--- config.mk ---
export PLATFORM = sky130hd
export DESIGN_NAME = adder_pipe
export DESIGN_NICKNAME = d
export VERILOG_FILES = /design/src/rtl/adder_pipe_pkg.sv /design/src/rtl/adder_slice.sv /design/src/rtl/adder_pipe.sv
export SDC_FILE = /design/constraint.sdc
export NUM_CORES = 1
export LEC_CHECK = 0
export CORE_MARGIN = 5
export CORE_UTILIZATION = 30
export CTS_BUF_LIST = sky130_fd_sc_hd__clkbuf_8 sky130_fd_sc_hd__clkbuf_16
export CTS_CLUSTER_DIAMETER = 80
export DETAILED_ROUTE_END_ITERATION = 10
export GPL_ROUTABILITY_DRIVEN = 0
export PLACE_DENSITY_LB_ADDON = 0.2
export SLEW_MARGIN = 40
export SYNTH_ARGS = -nofsm -noshare
export SYNTH_HDL_FRONTEND = slang
export SYNTH_HIERARCHICAL = 1
export SYNTH_SLANG_ARGS = --single-unit
--- constraint.sdc ---
create_clock -name clk -period 10.5 [get_ports clk]
set_input_delay 2.625 -clock clk [delete_from_list [all_inputs] [get_ports clk]]
set_output_delay 2.625 -clock clk [all_outputs]
set_load 0.02 [all_outputs]
--- src/rtl/adder_pipe_pkg.sv ---
// Shared definitions for the pipelined add/sub datapath:
// op codes and the op field width.
package adder_pipe_pkg;

   localparam int ADD_OP_W = 2;

   typedef enum logic [ADD_OP_W-1:0] {
      ADD_OP_ADD = 2'd0,
      ADD_OP_SUB = 2'd1,
      ADD_OP_ADC = 2'd2,
      ADD_OP_SBC = 2'd3
   } add_op_e;

endpackage

--- src/rtl/adder_slice.sv ---
// One SW-bit carry slice: sum, carry out, and the carry
// into the slice MSB (used for the signed-overflow flag).
module adder_slice #(
   parameter int SW = 8
) (
   input  logic [SW-1:0] a,
   input  logic [SW-1:0] b,
   input  logic          ci,
   output logic [SW-1:0] s,
   output logic          co,
   output logic          c_msb
);

   if (SW == 1) begin : g_bit
      assign c_msb = ci;
      assign s     = a ^ b ^ ci;
   end else begin : g_vec
      logic [SW-1:0] lo;
      assign lo    = {1'b0, a[SW-2:0]} + {1'b0, b[SW-2:0]}
                   + {{(SW-1){1'b0}}, ci};
      assign c_msb = lo[SW-1];
      assign s     = {a[SW-1] ^ b[SW-1] ^ c_msb, lo[SW-2:0]};
   end

   assign co = (a[SW-1] & b[SW-1])
             | (c_msb & (a[SW-1] ^ b[SW-1]));

endmodule

--- src/rtl/adder_pipe.sv ---
// Pipelined WIDTH-bit add/sub with carry-in ops and NZCV flags;
// one SW-bit carry slice per stage, valid/ready with global stall.
module adder_pipe
   import adder_pipe_pkg::*;
#(
   parameter int WIDTH  = 32,
   parameter int STAGES = 4
) (
   input  logic                clk,
   input  logic                rst,
   input  logic                in_valid,
   output logic                in_ready,
   input  logic [WIDTH-1:0]    A,
   input  logic [WIDTH-1:0]    B,
   input  logic [ADD_OP_W-1:0] op,
   input  logic                cin,
   output logic                out_valid,
   input  logic                out_ready,
   output logic [WIDTH-1:0]    SUM,
   output logic                CARRY_OUT,
   output logic                OVERFLOW,
   output logic                NEG,
   output logic                ZERO
);

   localparam int SW = WIDTH / STAGES;
   localparam int L  = STAGES - 1;

   logic              en;
   logic [STAGES-1:0] vld_q;
   logic [WIDTH-1:0]  b_in;
   logic              c0;

   always_comb begin
      b_in = B;
      c0   = 1'b0;
      case (op)
         ADD_OP_SUB: begin
            b_in = ~B;
            c0   = 1'b1;
         end
         ADD_OP_ADC: c0 = cin;
         ADD_OP_SBC: begin
            b_in = ~B;
            c0   = cin;
         end
         default: ;
      endcase
   end

   assign en        = out_ready | ~vld_q[L];
   assign in_ready  = en;
   assign out_valid = vld_q[L];

   always_ff @(posedge clk) begin
      if (rst)
         vld_q <= '0;
      else if (en)
         vld_q <= (vld_q << 1) | STAGES'(in_valid);
   end

   // Each stage keeps only the operand bits still to be added
   // and the sum bits already produced.
   for (genvar k = 0; k < STAGES; k++) begin : stg
      localparam int RW = WIDTH - k * SW;
      localparam int DW = (k + 1) * SW;

      logic [RW-1:0] a_rem;
      logic [RW-1:0] b_rem;
      logic [DW-1:0] sum_d;
      logic [DW-1:0] sum_q;
      logic [SW-1:0] s;
      logic          ci;
      logic          co;
      logic          cm;
      logic          co_q;

      if (k == 0) begin : g_in
         assign a_rem = A;
         assign b_rem = b_in;
         assign ci    = c0;
         assign sum_d = s;
      end else begin : g_in
         assign a_rem = stg[k-1].g_ops.a_q;
         assign b_rem = stg[k-1].g_ops.b_q;
         assign ci    = stg[k-1].co_q;
         assign sum_d = {s, stg[k-1].sum_q};
      end

      adder_slice #(.SW(SW)) u_slice (
         .a     (a_rem[SW-1:0]),
         .b     (b_rem[SW-1:0]),
         .ci    (ci),
         .s     (s),
         .co    (co),
         .c_msb (cm)
      );

      always_ff @(posedge clk) begin
         if (en) begin
            co_q  <= co;
            sum_q <= sum_d;
         end
      end

      if (k < L) begin : g_ops
         logic [RW-SW-1:0] a_q;
         logic [RW-SW-1:0] b_q;
         always_ff @(posedge clk) begin
            if (en) begin
               a_q <= a_rem[RW-1:SW];
               b_q <= b_rem[RW-1:SW];
            end
         end
      end

      if (k == L) begin : g_last
         logic v_q;
         always_ff @(posedge clk) begin
            if (en)
               v_q <= co ^ cm;
         end
      end else begin : g_mid
         logic unused_cm;
         assign unused_cm = cm;
      end
   end

   // Data registers carry no reset; outputs are gated by valid.
   assign SUM       = out_valid ? stg[L].sum_q : '0;
   assign CARRY_OUT = out_valid & stg[L].co_q;
   assign OVERFLOW  = out_valid & stg[L].g_last.v_q;
   assign NEG       = SUM[WIDTH-1];
   assign ZERO      = out_valid & (SUM == '0);

endmodule

Fig. 1: run 1, clock routing
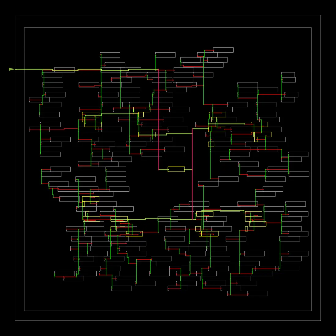
Num Clock Sinks: 185
clk ins delay skew pair: 0.41 ns
power drawn by the clock network: 560 uW

Fig. 2: run 1, selected gate families
Scale bar: 50 um.
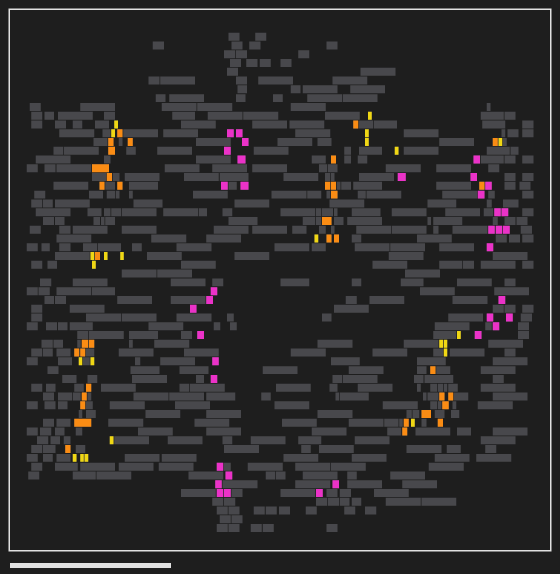
legend:
  magenta:
    family: AND and OR gates
    cells: 36
  orange:
    family: inverting AOI/OAI gates
    cells: 36
  yellow:
    family: inverters
    cells: 23
number of non-filler instances in the completed layout: 894
fraction of area in multi-input gates: 19.08%
leading cell type in the layout, fill and taps excluded: edfxtp_1

==> run notes, run 1 <==
The chip occupies 28020 um^2. For the number of nets in the final layout, the log shows 665. The type of destination of the critical path is an output pin. Per the synth stats, the proportion of register bits with asynchronous set or reset is 0%. Total of endpoints with negative setup slack in the final report: 0.

The tools report the global router's overall resource usage as 9.328%. The root buffer cell chosen for the clock tree is clkbuf_16. The predominant post-synthesis flop cell is edfxtp_1. The critical path maximum fanout is 50. In this run the VDD rail shows a maximum IR drop of 70.36 uV.

The post-synth count of flops with an enable pin is 181. Path category of the worst min-delay check: register to register. At the pin with the least slew margin, the transition time is 0.7703 ns. The tools report the worst reg2reg path endpoint as stg[3].g_last.v_q.

Per Yosys stat, the portion of area used by sequential elements is 74.21%. The run gives 3761 for the total via count after detailed routing. The critical path is of the input pin to output pin type.

The tools report the count of cell types in the netlist as 34. The share of the synthesized area in the top cell type was 73.13%. TritonCTS built the clock tree. The most critical hold endpoint after final layout shows a slack of 0.4125 ns. The number of max-cap violations is 0. Per the final layout report, the fraction of cells sized above drive strength 1 comes to 6.140%. The detailed-placement wirelength estimate was 8785 um.

The number of flip-flops and latches in the synthesized netlist was 185. The run gives 1 for the number of antenna violations at the first check in global routing. The run gives 0 for the number of setup buffers added after CTS.

The layout-stage area growth over the synthesis result works out to 26.73%. The clock edge transition at the registers on the reported setup and hold paths is 0.06 ns. The run gives 544 for the post-synth net total. Total power normalized to cell area comes to 188.6 nW/um^2. The final timing report derives a shortest allowable period of 7.024 ns. The worst pin sits at a relative slew slack of 48.65%. The setup slack after placement is 3.372 ns.

Setup repair after global routing left no endpoint under its margin. The die is 167.4 um wide. The tools report the DRC marker count from the first detailed-route iteration as 209. The worst hold path begins at stg[0].g_ops.b_q[16]. The aggregate global routing overflow was 0; the iteration count of the initial detailed-routing pass was 4.

The startpoint of the lowest-slack register-to-register path is stg[2].g_ops.a_q[0]. For reference, the final report shows the hold violation count at 0. Buffers inserted during clock tree synthesis total 17. With the average via count per standard cell at 4.207, the top achievable clock speed is 142.4 MHz. The synthesis report lists the Yosys warning total as 6.

After clock tree synthesis, the flow added hold-fix buffers numbering 0. The number of placed instances, taps included, is 863. For the worst setup path, the data required time is 7.88 ns. The total area inside the core boundary comes to 24390 um^2.

STA shows the worst min-delay path finishing at stg[1].g_ops.b_q[8]. For reference, the final report shows the max-slew violation count at 0. Entering global routing, the biggest net connects 78 pins.

For the leakage power figure, the log shows 0.003469 uW. The run gives 7.94 ns for the worst reg-to-reg setup slack. The tools report the instance tally after logic synthesis as 437. The number of OpenROAD warnings was 26. 109 I/O pins were placed.

The cell count listed in synth_stat.txt came out at 437. In the post-synthesis netlist, the biggest area contributors are edfxtp_1 73%, ha_1 4.0%, xor2_1 3.9%, fa_1 3.2%, and2_1 2.8%. The run gives 4 as the H-tree depth reported by CTS. The routed wire length was 12770 um. The run finished with clean final reports. The worst setup path is launched from an input pin.
Fig. 3: run 1, placed cells, one color a class
Scale bar: 50 um.
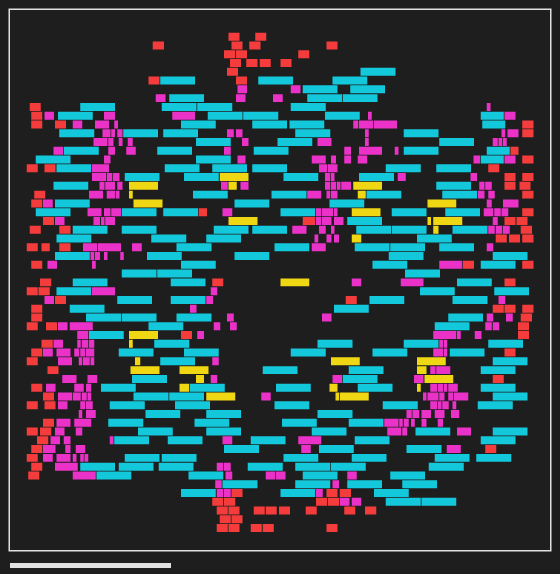
legend:
  red:
    class: other buffers and delay cells
    cells: 111
    share_of_their_area: 12%
  yellow:
    class: clock drivers and dummy loads
    cells: 31
    share_of_their_area: 5.7%
  cyan:
    class: flops
    cells: 185
    share_of_their_area: 61%
  magenta:
    class: combinational and other logic
    cells: 243
    share_of_their_area: 21%

Fig. 4: run 1, clock distribution
Scale bar: 50 um.
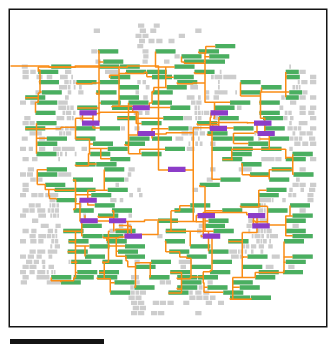
legend:
  purple:
    item: clock drivers
    count: 17
  green:
    item: flip-flops
    count: 185
  orange:
    item: clock wires
    length: 2210 um
flops lie: widely spread
routed clock nets: 18
clock skew: 0.009587 ns
Clock Power Share: 31.5%

[run 1: per-layer routing]
metal  wire length [um]  vias up  GRT usage [%]
met5                 20        -              0
li1                   -     1849              -
met3                752        8          3.583
met1               5650     1808          11.35
met4                107        2          2.752
met2               6237       94          15.49
[run 1: critical path, cell delays in order]
cell and delay (ns):
clkdlybuf4s50_1 0.47, nand2b_4 0.53, clkdlybuf4s50_1 0.77
[run 1: state kept, by name, indices dropped and copies added (netlist names)]
signal / count
stg.g_ops.a_q: 48
stg.co_q: 4
vld_q: 4
stg.g_last.v_q: 1
stg.g_ops.b_q: 48
stg.sum_q: 80
[run 1: synth_stat cells, types with 5 or more instances]
library cell,n
mux2i_1,5
a21oi_1,18
clkbuf_1,5
inv_1,23
fa_1,12
xor2_1,33
nor3_1,5
nor2b_1,12
o21ai_0,8
edfxtp_1,181
ha_1,24
nand2_1,8
xnor2_1,12
nor4_1,7
nor2_1,11
and2_1,33
[run 1: metrics by stage]
stage	power [uW]	area, um^2	utilization (%)
detailed placement	1238	8909	36.52
global placement	1227	8902	36.50
finish	1776	9419	38.62
floorplan	1149	7433	-
CTS	1805	9419	38.62
global route	1870	9419	38.62
[run 1: area by class of cell]
cell class              count  area [um^2]  share of cell area [%]
multi-input cells         220         1797                   19.08
flip-flops and latches    185         5515                   58.55
repair buffers            111         1105                   11.73
clock inverters            14        85.08                  0.9033
clock buffers              17        425.4                   4.516
well taps                 324        405.4                   4.304
inverters                  23        86.33                  0.9166
[run 1: cell usage in the layout (no fill, tap or decap), types with 3 or more instances in the layout]
| master | n |
|---|---|
| nand3_1 | 3 |
| ha_1 | 24 |
| clkbuf_16 | 17 |
| dfxtp_1 | 4 |
| edfxtp_1 | 181 |
| o21a_1 | 4 |
| a21oi_1 | 18 |
| buf_4 | 3 |
| a31oi_1 | 4 |
| and2_1 | 33 |
| nor2b_1 | 12 |
| clkdlybuf4s50_1 | 107 |
| xnor2_1 | 12 |
| mux2i_1 | 5 |
| nor3_1 | 5 |
| xor2_1 | 33 |
| o31a_1 | 4 |
| nor4_1 | 7 |
| o21ai_0 | 8 |
| fa_1 | 12 |
| clkinvlp_4 | 4 |
| nor2_1 | 11 |
| nand2_1 | 8 |
| inv_1 | 25 |
| clkinv_1 | 3 |
[run 1: worst max path at each step]
stage / start / to / cells past startpoint
after floorplan: out_ready / in_ready / 2
after global placement: out_ready / in_ready / 3
after detailed placement: out_ready / in_ready / 3
after CTS: out_ready / in_ready / 3
after global routing: out_ready / in_ready / 3
final: out_ready / in_ready / 3
[run 1: logic make-up after synthesis]
family,synth area share (%)
AND/OR/NAND/NOR,6.667
flip-flops,74.21
AND-OR/OR-AND,4.007
multiplexers,0.8249
buffers and inverters,1.717
adder cells (fa/ha/maj),7.273
XOR/XNOR,5.303
[run 1: where the power goes]
group / switching, uW / leakage, uW / total [uW] / internal, uW
combinational: 91.7 / 0.00128 / 186 / 94.1
clock: 262 / 0.000246 / 560 / 298
sequential: 46.1 / 0.00194 / 1030 / 985
--- run 2 (diff from run 1) ---
clock period = 7.2 ns   (was 10.5 ns; I/O delays follow)
Fig. 5: run 2, clock routing
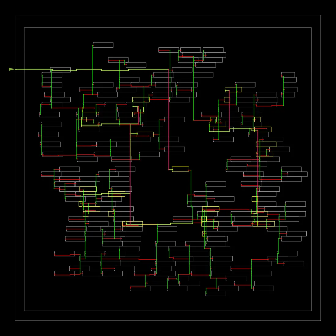
CTS buffer count: 17
layout clock buffer count: 17
clk ins delay skew pair: 0.43 ns
seq_cells: 185

Fig. 6: run 2, selected gate families
Scale bar: 50 um.
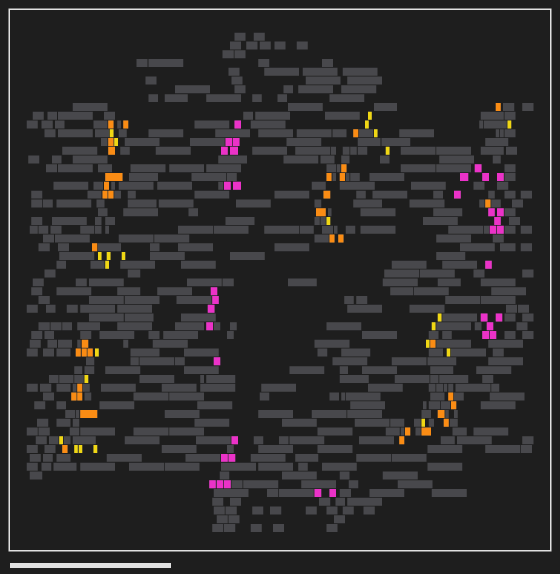
legend:
  magenta:
    family: AND and OR gates
    cells: 36
  orange:
    family: inverting AOI/OAI gates
    cells: 36
  yellow:
    family: inverters
    cells: 23
fraction of area in multi-input gates: 18.98%
number of non-filler instances in the completed layout: 895

==> run 2 against run 1 <==
  * Clock-buffer cell count stayed put
  * Non-clock buffer count did not move
  * Hold slack got worse by 0.0016 ns
  * Global-route usage about the same
  * Total power grew 49%
  * Die size did not move
  * Critical path depth unchanged
  * Sequential power rose by 46%
  * Clock skew grew 0.0015 ns
  * Combinational power increased by 45%
  * Utilization is 0.18 points higher
  * Routed wire length fell by 0.64%
  * Critical endpoint unchanged
  * Largest power group unchanged
==> run notes, run 2 <==
The die outline area came out at 28020 um^2 (unchanged). Adder and majority gate portion of the synthesized area: 7.273% (unchanged). Setup repair after global routing left no endpoint under its margin. The clock edge transition at the registers on the reported setup and hold paths was 0.06 ns (about the same).

Max-slew violation count: 0 (unchanged). With the top achievable clock speed at 184.5 MHz, the leakage power figure is 0.003487 uW (+0.51%). The run finished with clean final reports. Number of warning messages in the yosys log: 6 (unchanged).

By startpoint and endpoint, the worst setup path is classified as input pin to output pin. With the average via count per standard cell at 4.215 (+0.18%), the worst vdd rail ir drop is 120.2 uV (+71%). Post-synthesis average cell area: 17.01 um^2. With the H-tree depth reported by CTS at 4 (unchanged), the number of sinks driven by the clock tree is 185 (unchanged). Area fraction in mux cells: 0.8249% (unchanged). The and-or/or-and share of the synthesized area is 4.007% (unchanged).

The biggest combinational cell group after synthesis is adder cells. The largest total area in the synthesized netlist belongs to edfxtp_1. The total of endpoints with negative setup slack in the final report was 0 (unchanged). The fraction of the yosys area taken by sequential cells was 74.21% (unchanged); the core region area was 24390 um^2 (unchanged). The run gives 0 (unchanged) for the number of hold violations in the final report.

Compared with the post-synthesis result, the final layout area differs by 27.34%. The setup clock skew after layout is 0.01106 ns (+0.001477 ns). The share of the synthesized area in the top cell type was 73.13% (unchanged); the portion of the clock cycle consumed by the worst path in the final layout was 75.29%.

Horizontal extent of the die: 167.4 um (unchanged). Total via count after detailed routing: 3772 (+0.29%). Overall power after layout: 2645 uW (+49%). The run gives 6.667% (unchanged) for the basic-gate share of the synthesized area counting and, or, nand and nor cells. The instance tally after logic synthesis is 437 (unchanged), and the clock period minus final worst setup slack is 5.421 ns. CTS placed an instance of clkbuf_16 at the clock tree root.

The tools report the count of cell types in the netlist as 34 (unchanged). The most frequent cell after synthesis is edfxtp_1. The top-level port count was 109 (unchanged). TritonCTS built the clock tree. In the final layout, the registers with the most flip-flops are stg.sum_q: 80 flops, stg.g_ops.a_q: 48 flops, stg.g_ops.b_q: 48 flops.

The logs give 79 (+1.3%) for the pin count of the biggest net entering global routing and 9.344% (+0.016 points) for the global router's overall resource usage. With the aggregate global routing overflow at 0 (unchanged), the layout cell share with drive strength beyond 1 is 6.830% (+0.69 points). The required time at the endpoint of the critical path was 5.40 ns (-2.48 ns). Ranked by flip-flop count, first place goes to stg.sum_q.

The most common logic cell in the routed design was edfxtp_1. The detailed-placement wirelength estimate is 8658 um (-1.4%), and the die outline height is 167.4 um. The number of flip-flops in the largest register is 80 (unchanged).

The actual transition at the worst max-transition pin was 0.7843 ns (+0.01400 ns). The post-synthesis async set-or-reset flop share was 0% (unchanged); the tightest slew margin relative to the limit was 47.72% (-0.93 points). The run gives 544 (unchanged) as the post-synth net total. Routed wire length: 12690 um (-0.64%). The areal power density over the cells was 279.4 nW/um^2 (+48%). Note that the worst hold path type here is register to register. With the number of synthesized flops with an enable pin at 181 (unchanged), the cell count listed in synth_stat.txt is 437 (unchanged). With the iteration count of the initial detailed-routing pass at 4 (unchanged), the number of max-cap violations is 0 (unchanged). The setup slack after placement came out at 1.746 ns (-1.625 ns). The core occupancy in the finished layout is 38.80% (+0.18 points), and the number of OpenROAD warnings is 26 (unchanged). Leaving out fill and tap cells, the most frequent cells in the layout are 181 x edfxtp_1, 107 x clkdlybuf4s50_1, 33 x xor2_1, 33 x and2_1. STA classifies the critical path endpoint as an output pin. With the number of nets in the final layout at 665 (unchanged), the number of flip-flops and latches in the synthesized netlist is 185 (unchanged).

For the number of setup buffers added after CTS, the log shows 0 (unchanged). The chip area line in the Yosys stat output reads 7432 um^2. The predominant post-synthesis flop cell is edfxtp_1. The tools report the number of antenna violations at the first check in global routing as 1 (unchanged).

The run gives 5.303% (unchanged) for the xor/xnor share of the synthesized area. By area the synthesized netlist is led by edfxtp_1 73%, ha_1 4.0%, xor2_1 3.9%, fa_1 3.2%, and2_1 2.8%. The tools report the kind of start point of the critical path as an input pin.

The final layout reports a setup TNS of 0 ns. The biggest fanout along the worst timing path came out at 57 (+14%). The quantity of hold-fixing buffers added after cts was 0 (unchanged). The commonest cells after synthesis are 181 x edfxtp_1, 33 x and2_1, 33 x xor2_1, 24 x ha_1, 23 x inv_1.

The DRC marker count from the first detailed-route iteration was 169 (-19%).
run 2: path summary, 6_finish.rpt:
| check | from | endpoint | slack, ns | cells after the start |
|---|---|---|---|---|
| hold reg to reg | stg[1].g_ops.b_q[9] | stg[2].g_ops.b_q[1] | 0.41 | 0 |
| setup / recovery | out_ready | in_ready | 1.78 | 3 |
| setup reg to reg | stg[2].g_ops.a_q[0] | stg[3].g_last.v_q | 4.70 | 7 |
| hold / removal | stg[1].g_ops.b_q[9] | stg[2].g_ops.b_q[1] | 0.41 | 0 |
run 2: area by class of cell:
cell class,count,area [um^2],area share (%)
Tap cell,324,405.4,4.283
Inverter,23,86.33,0.9122
Multi-Input combinational cell,220,1797,18.98
Sequential cell,185,5515,58.28
Clock inverter,15,130.1,1.375
Timing Repair Buffer,111,1105,11.67
Clock buffer,17,425.4,4.495
run 2: logic make-up (layout without fill, tap and decap cells):
| logic type | Yosys count | in the layout |
|---|---|---|
| AND-OR/OR-AND | 46 | 46 |
| adder cells (fa/ha/maj) | 36 | 36 |
| buffers and inverters | 32 | 166 |
| flip-flops | 185 | 185 |
| AND/OR/NAND/NOR | 87 | 87 |
| XOR/XNOR | 45 | 45 |
| multiplexers | 6 | 6 |
run 2: stage by stage:
stage | hold slack, ns | area [um^2] | instances
after CTS | 0.4156 | 9464 | 895
after global placement | 0.4007 | 8902 | 863
after detailed placement | 0.4045 | 8909 | 863
final | 0.4109 | 9464 | 895
after floorplan | 0.4003 | 7433 | 437
after global routing | 0.4211 | 9464 | 895
run 2: power by group:
part | internal [uW] | switching (uW)
sequential | 1440 | 68.2
combinational | 137 | 133
clock | 475 | 395
run 2: per-layer routing:
metal / track usage, % / up-vias / share of wire, %
li1: - / 1853 / -
met1: 11.29 / 1807 / 45
met2: 14.94 / 91 / 47
met3: 3.654 / 19 / 5.9
met4: 3.987 / 2 / 2.2
met5: 0 / - / 0.055
run 2: worst max-delay path, stage by stage:
cell	delay, ns
clkdlybuf4s50_1	0.46
nand2b_4	0.61
clkdlybuf4s50_1	0.74
Power and IR drop assume default switching activity.
